==> images/cell_classes.png <==
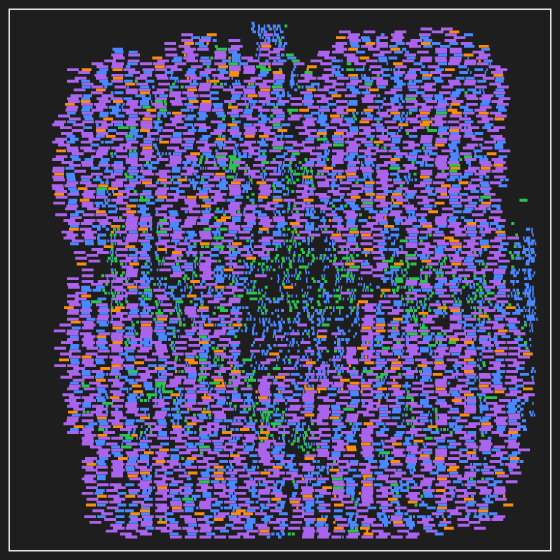
==> images/density.png <==
Bar = 200 um. 25 x 25 tiles, from dark blue (low) to red (high), 0 to 100% covered.
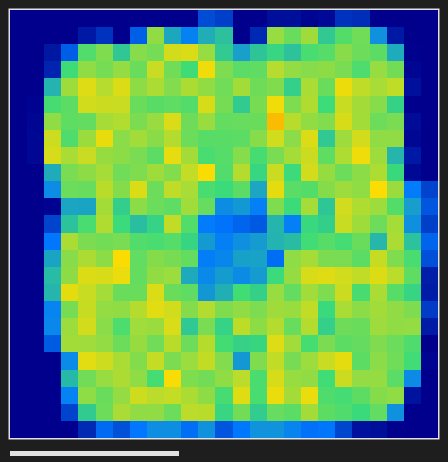
==> images/wire_density.png <==
Bar = 200 um. 25 x 25 tiles, from dark blue (low) to red (high), scaled to the fullest tile. Values are wire area over tile area, all layers added.
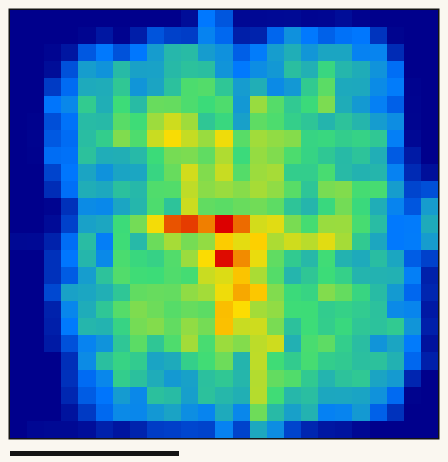
==> images/final_congestion.png <==
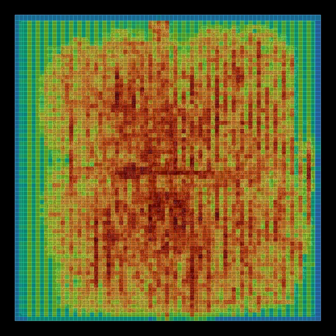
`config.mk`:
```
export PLATFORM = sky130hd
export DESIGN_NAME = dataline_burst_array
export DESIGN_NICKNAME = d
export VERILOG_FILES = /design/src/rtl/dataline_burst_array.sv
export SDC_FILE = /design/constraint.sdc
export NUM_CORES = 2
export LEC_CHECK = 0
export CAP_MARGIN = 20
export CELL_PAD_IN_SITES_DETAIL_PLACEMENT = 1
export CELL_PAD_IN_SITES_GLOBAL_PLACEMENT = 2
export CORE_MARGIN = 10
export CORE_UTILIZATION = 42
export CTS_CLUSTER_SIZE = 8
export DETAILED_ROUTE_END_ITERATION = 6
export DONT_BUFFER_PORTS = 1
export PLACE_DENSITY_LB_ADDON = 0.3
export SLEW_MARGIN = 20
export SYNTH_ARGS = -nofsm -noshare
export SYNTH_HDL_FRONTEND = slang
export SYNTH_SLANG_ARGS = --single-unit
```
`constraint.sdc`:
```
create_clock -name clk -period 5.17 [get_ports clk]
set_input_delay 1.551 -clock clk [delete_from_list [all_inputs] [get_ports clk]]
set_output_delay 1.551 -clock clk [all_outputs]
set_load 0.005 [all_outputs]
```
`src/rtl/dataline_burst_array.sv`:
```
// dataline_burst_array
//
// Cache data array with configurable associativity and line length. The cache
// controller owns the tags and picks set/way; this block only stores data.
//
// Three users share the array:
//   - CPU port   : byte/half/word stores and loads. Stores only happen in IDLE.
//                  Loads return a registered result one cycle after acceptance.
//   - Fill port  : accepts a whole line from memory, one beat per fill_valid.
//   - Evict port : streams a whole line out for writeback over valid/ready.
//
// Ports
//   clk, reset                         clock, asynchronous active-high reset
//   cpu_req/cpu_ready/cpu_write        CPU request handshake and direction
//   set/selected_way/word_select       CPU line and word address
//   byte_select/op_size/load_signed    sub-word selection and load extension
//   word_to_store                      store data, low-aligned
//   fetched_word/fetched_valid         registered load result and its pulse
//   fill_start/fill_set/fill_way       line fill request
//   fill_valid/fill_ready/fill_data    fill beat handshake
//   fill_done                          pulse after the final fill beat
//   evict_start/evict_set/evict_way    line evict request
//   evict_valid/evict_ready/evict_data/evict_last  evict beat handshake
//   busy                               a burst is in progress

package dataline_burst_array_pkg;
    typedef enum logic [1:0] {
        BYTE = 2'b00,
        HALF = 2'b01,
        WORD = 2'b10
    } memory_operation_size_e;
endpackage

module dataline_burst_array
    import dataline_burst_array_pkg::*;
#(
    parameter int XLEN             = 32,
    parameter int NUM_SETS         = 4,
    parameter int ASSOC            = 2,
    parameter int WORDS_PER_LINE   = 8,
    parameter int SET_SIZE         = $clog2(NUM_SETS),
    parameter int WORD_SELECT_SIZE = $clog2(WORDS_PER_LINE),
    parameter int ASSOC_WIDTH      = (ASSOC > 1) ? $clog2(ASSOC) : 1,
    parameter int BYTE_SELECT_SIZE = $clog2(XLEN / 8)
) (
    input  logic                        clk,
    input  logic                        reset,
    input  logic                        cpu_req,
    output logic                        cpu_ready,
    input  logic                        cpu_write,
    input  logic [SET_SIZE-1:0]         set,
    input  logic [ASSOC_WIDTH-1:0]      selected_way,
    input  logic [WORD_SELECT_SIZE-1:0] word_select,
    input  logic [BYTE_SELECT_SIZE-1:0] byte_select,
    input  memory_operation_size_e      op_size,
    input  logic                        load_signed,
    input  logic [XLEN-1:0]             word_to_store,
    output logic [XLEN-1:0]             fetched_word,
    output logic                        fetched_valid,
    input  logic                        fill_start,
    input  logic                        evict_start,
    input  logic [SET_SIZE-1:0]         fill_set,
    input  logic [SET_SIZE-1:0]         evict_set,
    input  logic [ASSOC_WIDTH-1:0]      fill_way,
    input  logic [ASSOC_WIDTH-1:0]      evict_way,
    input  logic                        fill_valid,
    output logic                        fill_ready,
    input  logic [XLEN-1:0]             fill_data,
    output logic                        fill_done,
    output logic                        evict_valid,
    input  logic                        evict_ready,
    output logic [XLEN-1:0]             evict_data,
    output logic                        evict_last,
    output logic                        busy
);

    localparam int NUM_BYTES = XLEN / 8;
    localparam int DEPTH     = NUM_SETS * ASSOC * WORDS_PER_LINE;
    localparam int ADDR_W    = (DEPTH > 1) ? $clog2(DEPTH) : 1;
    localparam logic [WORD_SELECT_SIZE-1:0] LAST_WORD = WORD_SELECT_SIZE'(WORDS_PER_LINE - 1);

    typedef enum logic [1:0] {
        IDLE  = 2'b00,
        FILL  = 2'b01,
        EVICT = 2'b10
    } state_e;

    // Flat word index; arithmetic rather than concatenation so ASSOC need
    // not be a power of two.
    function automatic logic [ADDR_W-1:0] word_index(
        input logic [SET_SIZE-1:0]         s,
        input logic [ASSOC_WIDTH-1:0]      w,
        input logic [WORD_SELECT_SIZE-1:0] wd
    );
        return ADDR_W'((32'(s) * 32'(ASSOC) + 32'(w)) * 32'(WORDS_PER_LINE) + 32'(wd));
    endfunction

    logic [XLEN-1:0]             mem_q [DEPTH];

    state_e                      state_q, state_d;
    logic [WORD_SELECT_SIZE-1:0] count_q, count_d;
    logic [SET_SIZE-1:0]         line_set_q, line_set_d;
    logic [ASSOC_WIDTH-1:0]      line_way_q, line_way_d;
    logic [XLEN-1:0]             fetched_word_q, fetched_word_d;
    logic                        fetched_valid_q, fetched_valid_d;
    logic                        fill_done_q, fill_done_d;

    logic [ADDR_W-1:0]           cpu_addr_s;
    logic [ADDR_W-1:0]           line_addr_s;
    logic [XLEN-1:0]             cpu_rdata_s;
    logic [7:0]                  rd_byte_s;
    logic [15:0]                 rd_half_s;
    logic [XLEN-1:0]             load_data_s;
    logic [XLEN-1:0]             store_data_s;
    logic [NUM_BYTES-1:0]        store_be_s;
    logic                        store_valid_s;

    logic                        mem_we_s;
    logic [ADDR_W-1:0]           mem_addr_s;
    logic [NUM_BYTES-1:0]        mem_be_s;
    logic [XLEN-1:0]             mem_wdata_s;

    assign cpu_addr_s  = word_index(set, selected_way, word_select);
    assign line_addr_s = word_index(line_set_q, line_way_q, count_q);
    assign cpu_rdata_s = mem_q[cpu_addr_s];
    assign rd_byte_s   = cpu_rdata_s[{byte_select, 3'b000} +: 8];
    // Halfword loads ignore the low byte_select bit (unaligned bits dropped).
    assign rd_half_s   = cpu_rdata_s[{byte_select[BYTE_SELECT_SIZE-1:1], 4'b0000} +: 16];

    // Sub-word lane selection for stores and extension for loads.
    always_comb begin
        store_valid_s = 1'b1;
        store_be_s    = {NUM_BYTES{1'b0}};
        store_data_s  = word_to_store;
        load_data_s   = cpu_rdata_s;
        case (op_size)
            BYTE: begin
                store_be_s   = NUM_BYTES'(1'b1) << byte_select;
                store_data_s = {NUM_BYTES{word_to_store[7:0]}};
                load_data_s  = {{(XLEN-8){load_signed & rd_byte_s[7]}}, rd_byte_s};
            end
            HALF: begin
                store_be_s   = NUM_BYTES'(2'b11) << {byte_select[BYTE_SELECT_SIZE-1:1], 1'b0};
                store_data_s = {(NUM_BYTES/2){word_to_store[15:0]}};
                load_data_s  = {{(XLEN-16){load_signed & rd_half_s[15]}}, rd_half_s};
            end
            WORD: begin
                store_be_s   = {NUM_BYTES{1'b1}};
                store_data_s = word_to_store;
                load_data_s  = cpu_rdata_s;
            end
            default: begin
                store_valid_s = 1'b0;
                load_data_s   = {XLEN{1'bx}};
            end
        endcase
    end

    // Next-state logic, burst counter, array write port and registered outputs.
    always_comb begin
        state_d         = state_q;
        count_d         = count_q;
        line_set_d      = line_set_q;
        line_way_d      = line_way_q;
        fetched_word_d  = fetched_word_q;
        fetched_valid_d = 1'b0;
        fill_done_d     = 1'b0;
        mem_we_s        = 1'b0;
        mem_addr_s      = cpu_addr_s;
        mem_be_s        = store_be_s;
        mem_wdata_s     = store_data_s;
        case (state_q)
            IDLE: begin
                // Evict has priority; a colliding fill_start is dropped and the
                // controller re-issues it. Any start also blocks the CPU.
                if (evict_start) begin
                    state_d    = EVICT;
                    line_set_d = evict_set;
                    line_way_d = evict_way;
                    count_d    = {WORD_SELECT_SIZE{1'b0}};
                end else if (fill_start) begin
                    state_d    = FILL;
                    line_set_d = fill_set;
                    line_way_d = fill_way;
                    count_d    = {WORD_SELECT_SIZE{1'b0}};
                end else if (cpu_req) begin
                    if (cpu_write) begin
                        mem_we_s = store_valid_s;
                    end else begin
                        fetched_valid_d = 1'b1;
                        fetched_word_d  = load_data_s;
                    end
                end else begin
                    state_d = IDLE;
                end
            end
            FILL: begin
                if (fill_valid) begin
                    mem_we_s    = 1'b1;
                    mem_addr_s  = line_addr_s;
                    mem_be_s    = {NUM_BYTES{1'b1}};
                    mem_wdata_s = fill_data;
                    if (count_q == LAST_WORD) begin
                        state_d     = IDLE;
                        count_d     = {WORD_SELECT_SIZE{1'b0}};
                        fill_done_d = 1'b1;
                    end else begin
                        count_d = count_q + WORD_SELECT_SIZE'(1'b1);
                    end
                end else begin
                    count_d = count_q;
                end
            end
            EVICT: begin
                // evict_data follows count_q, so holding the count holds the data.
                if (evict_ready) begin
                    if (count_q == LAST_WORD) begin
                        state_d = IDLE;
                        count_d = {WORD_SELECT_SIZE{1'b0}};
                    end else begin
                        count_d = count_q + WORD_SELECT_SIZE'(1'b1);
                    end
                end else begin
                    count_d = count_q;
                end
            end
            default: begin
                state_d = IDLE;
                count_d = {WORD_SELECT_SIZE{1'b0}};
            end
        endcase
    end

    // Control state and registered outputs.
    always_ff @(posedge clk or posedge reset) begin
        if (reset) begin
            state_q         <= IDLE;
            count_q         <= {WORD_SELECT_SIZE{1'b0}};
            line_set_q      <= {SET_SIZE{1'b0}};
            line_way_q      <= {ASSOC_WIDTH{1'b0}};
            fetched_word_q  <= {XLEN{1'b0}};
            fetched_valid_q <= 1'b0;
            fill_done_q     <= 1'b0;
        end else begin
            state_q         <= state_d;
            count_q         <= count_d;
            line_set_q      <= line_set_d;
            line_way_q      <= line_way_d;
            fetched_word_q  <= fetched_word_d;
            fetched_valid_q <= fetched_valid_d;
            fill_done_q     <= fill_done_d;
        end
    end

    // Data storage with byte-lane write enables; intentionally not reset so a
    // reset mid-fill keeps the beats already written.
    always_ff @(posedge clk) begin
        if (mem_we_s) begin
            for (int b = 0; b < NUM_BYTES; b++) begin
                if (mem_be_s[b]) begin
                    mem_q[mem_addr_s][b*8 +: 8] <= mem_wdata_s[b*8 +: 8];
                end
            end
        end
    end

    assign cpu_ready     = (state_q == IDLE) && !fill_start && !evict_start;
    assign fetched_word  = fetched_word_q;
    assign fetched_valid = fetched_valid_q;
    assign fill_ready    = (state_q == FILL);
    assign fill_done     = fill_done_q;
    assign evict_valid   = (state_q == EVICT);
    assign evict_data    = evict_valid ? mem_q[line_addr_s] : {XLEN{1'b0}};
    assign evict_last    = evict_valid && (count_q == LAST_WORD);
    assign busy          = (state_q != IDLE);

endmodule

```
==> out/qor.yml <==
status: "finished, violations left"
violations: "negative setup slack"
setup_violations: 32
dpl_cell_area_mm2: 0.106
crit_type: "reg -> out"
hp-start: "state_q[1]"
ys_sh_adder: 0.00114
synth_cells: 5132
slowest_delay_ps: 610
holdPathStages: 2
gp_congestion: 0.984
logic_family: "multiplexers"
grt_util_met3: 0.0874
antenna_left: 0
num_rows: 178
setup_ws_ps: -372
avgSynthCellArea_um2: 19.3
finalCriticalPeriod_ps: 5540
p_seq_w: 0.0203
syn-num-nets: 5230
synth_area_mm2: 0.0992
Back to the opening pictures, cell_classes.png:
- purple: flip-flops (cells 2090)
- green: other buffers and delay cells (cells 663)
- orange: clock drivers and dummy loads (cells 369)
- blue: all other logic (cells 2633)

Back to the opening pictures, density.png:
- densest ninth of the die: bottom middle
- fullest tile: 79%
- tiles over 75% full: 0.20%
- nearly empty tiles: 16%

Back to the opening pictures, wire_density.png:
- tiles over half the peak: 27%
- fullest tile: 0.82
- nearly empty tiles: 17%
- densest ninth of the die: middle
- mean over tiles: 0.28

Back to the opening pictures, final_congestion.png:
GRT met1 Usage: 0.395
post-layout util: 0.496
GR Util All Layers: 0.309

layout by cell type (no fill, tap or decap), types with 36 or more instances in the layout:
| cell type | synthesis | layout |
|---|---|---|
| a21oi_1 | 54 | 50 |
| a221oi_1 | 39 | 39 |
| a22oi_1 | 109 | 109 |
| buf_12 | 3 | 59 |
| buf_16 | 0 | 48 |
| buf_4 | 38 | 535 |
| clkbuf_1 | 145 | 44 |
| clkbuf_16 | 0 | 327 |
| dfrtp_1 | 42 | 36 |
| diode_2 | 0 | 36 |
| edfxtp_1 | 2048 | 2048 |
| mux2_2 | 42 | 42 |
| mux2i_1 | 159 | 158 |
| mux4_2 | 1068 | 1068 |
| nand2_1 | 229 | 220 |
| nand3_1 | 46 | 46 |
| nor2_1 | 350 | 340 |
| o21ai_0 | 58 | 49 |
| o22ai_1 | 73 | 73 |
